File: src/rtl/wb_regfile.sv
// Writeback-side register file: 32x32 GPRs plus HI/LO, commits on the rising edge, with zero-latency combinational reads.
// Same-cycle writes are bypassed to RD1/RD2/HI/LO; there is no backpressure, and every strobe is accepted.
module wb_regfile #(
    parameter int GPR_NUM = 32,
    parameter bit DBG_EN  = 1'b1
) (
    input  logic        clk,
    input  logic        rst,
    input  logic        RFWr,
    input  logic        MDIV,
    input  logic [4:0]  RDst,
    input  logic [63:0] RWD,
    input  logic [4:0]  A1,
    input  logic [4:0]  A2,
    output logic [31:0] RD1,
    output logic [31:0] RD2,
    output logic [31:0] HI,
    output logic [31:0] LO,
    input  logic [4:0]  DbgA,
    output logic [31:0] DbgRD,
    output logic [15:0] WrCnt
);

    logic [31:0] gpr [32];
    logic [31:0] hi_q;
    logic [31:0] lo_q;
    logic [15:0] cnt_q;

    logic gpr_strobe;
    logic gpr_commit;
    logic hilo_commit;

    function automatic logic in_range(input logic [4:0] a);
        return ({27'd0, a} < GPR_NUM);
    endfunction

    assign gpr_strobe  = RFWr & ~MDIV;
    assign gpr_commit  = gpr_strobe & (RDst != 5'd0) & in_range(RDst);
    assign hilo_commit = RFWr & MDIV;

    // Entries at or beyond GPR_NUM are never written, so they stay at their reset value of 0.
    always_ff @(posedge clk or negedge rst) begin
        if (!rst) begin
            for (int i = 0; i < 32; i++) begin
                gpr[i] <= '0;
            end
            hi_q  <= '0;
            lo_q  <= '0;
            cnt_q <= '0;
        end else begin
            if (gpr_commit) begin
                gpr[RDst] <= RWD[31:0];
            end
            if (hilo_commit) begin
                hi_q <= RWD[63:32];
                lo_q <= RWD[31:0];
            end
            if (gpr_commit || hilo_commit) begin
                cnt_q <= cnt_q + 16'd1;
            end
        end
    end

    always_comb begin
        RD1 = '0;
        if (A1 != 5'd0 && in_range(A1)) begin
            RD1 = (gpr_strobe && RDst == A1) ? RWD[31:0] : gpr[A1];
        end
    end

    always_comb begin
        RD2 = '0;
        if (A2 != 5'd0 && in_range(A2)) begin
            RD2 = (gpr_strobe && RDst == A2) ? RWD[31:0] : gpr[A2];
        end
    end

    always_comb begin
        DbgRD = '0;
        if (DBG_EN && in_range(DbgA)) begin
            DbgRD = gpr[DbgA];
        end
    end

    assign HI    = hilo_commit ? RWD[63:32] : hi_q;
    assign LO    = hilo_commit ? RWD[31:0]  : lo_q;
    assign WrCnt = cnt_q;

endmodule
File: config.mk
export PLATFORM = sky130hd
export DESIGN_NAME = wb_regfile
export DESIGN_NICKNAME = d
export VERILOG_FILES = /design/src/rtl/wb_regfile.sv
export SDC_FILE = /design/constraint.sdc
export NUM_CORES = 2
export LEC_CHECK = 0
export CORE_MARGIN = 1.5
export CORE_UTILIZATION = 50
export CTS_BUF_LIST = sky130_fd_sc_hd__clkbuf_2
export DETAILED_ROUTE_END_ITERATION = 6
export GPL_ROUTABILITY_DRIVEN = 0
export PLACE_DENSITY = 0.69
export SYNTH_ARGS = -nofsm -noshare
export SYNTH_HDL_FRONTEND = slang
export SYNTH_SLANG_ARGS = --single-unit
export TNS_END_PERCENT = 20
File: constraint.sdc
create_clock -name clk -period 6.5 [get_ports clk]
set_clock_uncertainty 0.15 [all_clocks]
set_input_delay 1.95 -clock clk [delete_from_list [all_inputs] [get_ports clk]]
set_output_delay 1.95 -clock clk [all_outputs]
set_load 0.05 [all_outputs]
### Routed metal, one color a layer

Scale bar: 100 um.
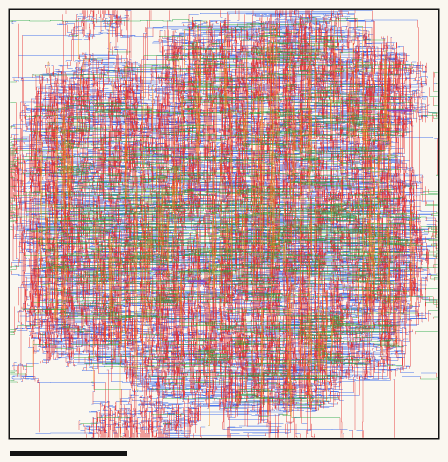
- met4: orange (wire length 13700 um)
- met2: red (wire length 105 mm)
- met5: purple (wire length 67.2 um)
- met1: blue (wire length 88.8 mm)
- met3: green (wire length 30.8 mm)
GRT Util Overall: 35.7%
Post-Route WL: 239 mm
drt wl/cell: 35.7 um
via count: 47333

### M4 wires

Supply wires on this layer in gray. Cells faint in the background.
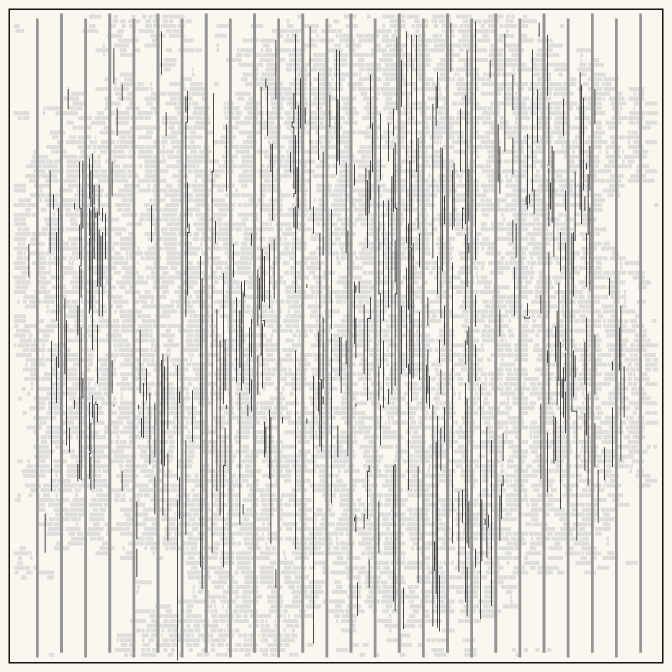
- main direction: vertical
- share of all routed wire: 5.8%
- wire length on this layer: 13700 um

### M3 wires

Scale bar: 100 um.
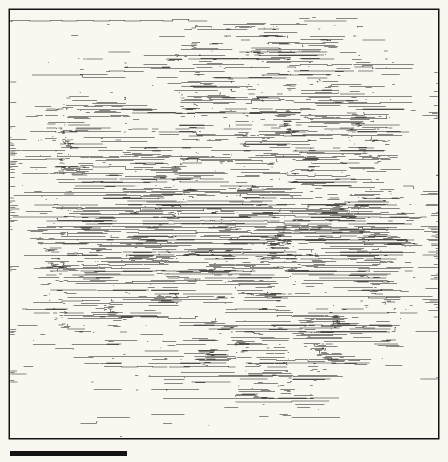
- wire length on this layer: 30.8 mm
- longest straight run: 144 um
- share of all routed wire: 13%
- main direction: horizontal
- nets with wire on the layer: 677
M3 GR Usage: 11.4%

### Cell outlines without signal wires

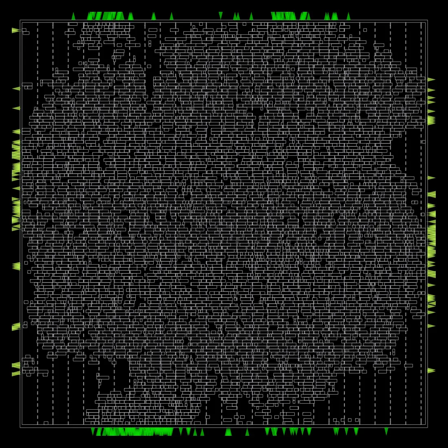
Row Count: 133
Layout Cells excl Fill: 6693
Fillers: 10305
flop share of the area: 36.2%

==> reports/results.txt <==
Setup TNS = -0.0581 ns
leading area contributor after synthesis = dfrtp_1
final setup fails = 1
Comb group = 5340 uW
Yosys Chip Area = 66100 sq um
failing checks = setup timing
hold_buf cts = 1
Hold WC Path Type = register to register
worst path buffer plus inverter count = 5
met2 GRT Util = 52.0%
sequential cell area = 27600 sq um
Finished Cell Area = 76400 sq um
final hold vios = 0
busiest metal layer after global routing = met2
Seq pwr share = 45.2%
Adders+Majority by Area = 0.0189%
mi-comb count = 2693
logic share of the area = 47.8%
Inverters = 6
WS Path Type = input pin to output port
peak per-stage delay on the critical path = 0.87 ns
wl on met1 = 88.8 mm
most frequent cells in the layout = 1126 x mux2_2, 1104 x dfrtp_1, 790 x mux4_2
required time of the critical path = 4.40 ns
Pre-Repair DR Iteration Count = 5
Syn Inst Count = 4314
# nets final = 4821
area added between synthesis and finish = 15.4%
Vias/cell = 7.07
Syn. warnings = 0
DP Worst Slack = -0.324 ns
run status = finished with violations
syn nets = 4403
FFs w/ async S/R, synth = 100%
Distinct cells, synth = 61
Power, Total = 19000 uW
Cell Area, Synth = 66100 sq um
Top-area cell share = 41.8%
met2 WL = 105 mm
Slew Limit Fails = 0
final worst slack = -0.0581 ns
==> worst paths after layout <==
kind                            slack, ns       from  depth (start not counted)        end
worst min register to register       0.27  gpr[1014]                          0  gpr[1014]
worst min-delay path                 0.27  gpr[1014]                          0  gpr[1014]
worst max-delay path                -0.06      A1[2]                         10    RD1[25]
min in group asynchronous            0.70        rst                          2   gpr[637]
worst max register to register       4.75   WrCnt[1]                          5  WrCnt[13]
max in group asynchronous            4.21        rst                          4   gpr[318]
==> flip-flops by register name, indices dropped and copies added (netlist names) <==
| register | cells |
|---|---|
| gpr | 1024 |
| hi_q | 32 |
| lo_q | 32 |
| WrCnt | 16 |
Power figures rest on the tool's default switching activity, not on a simulated workload.
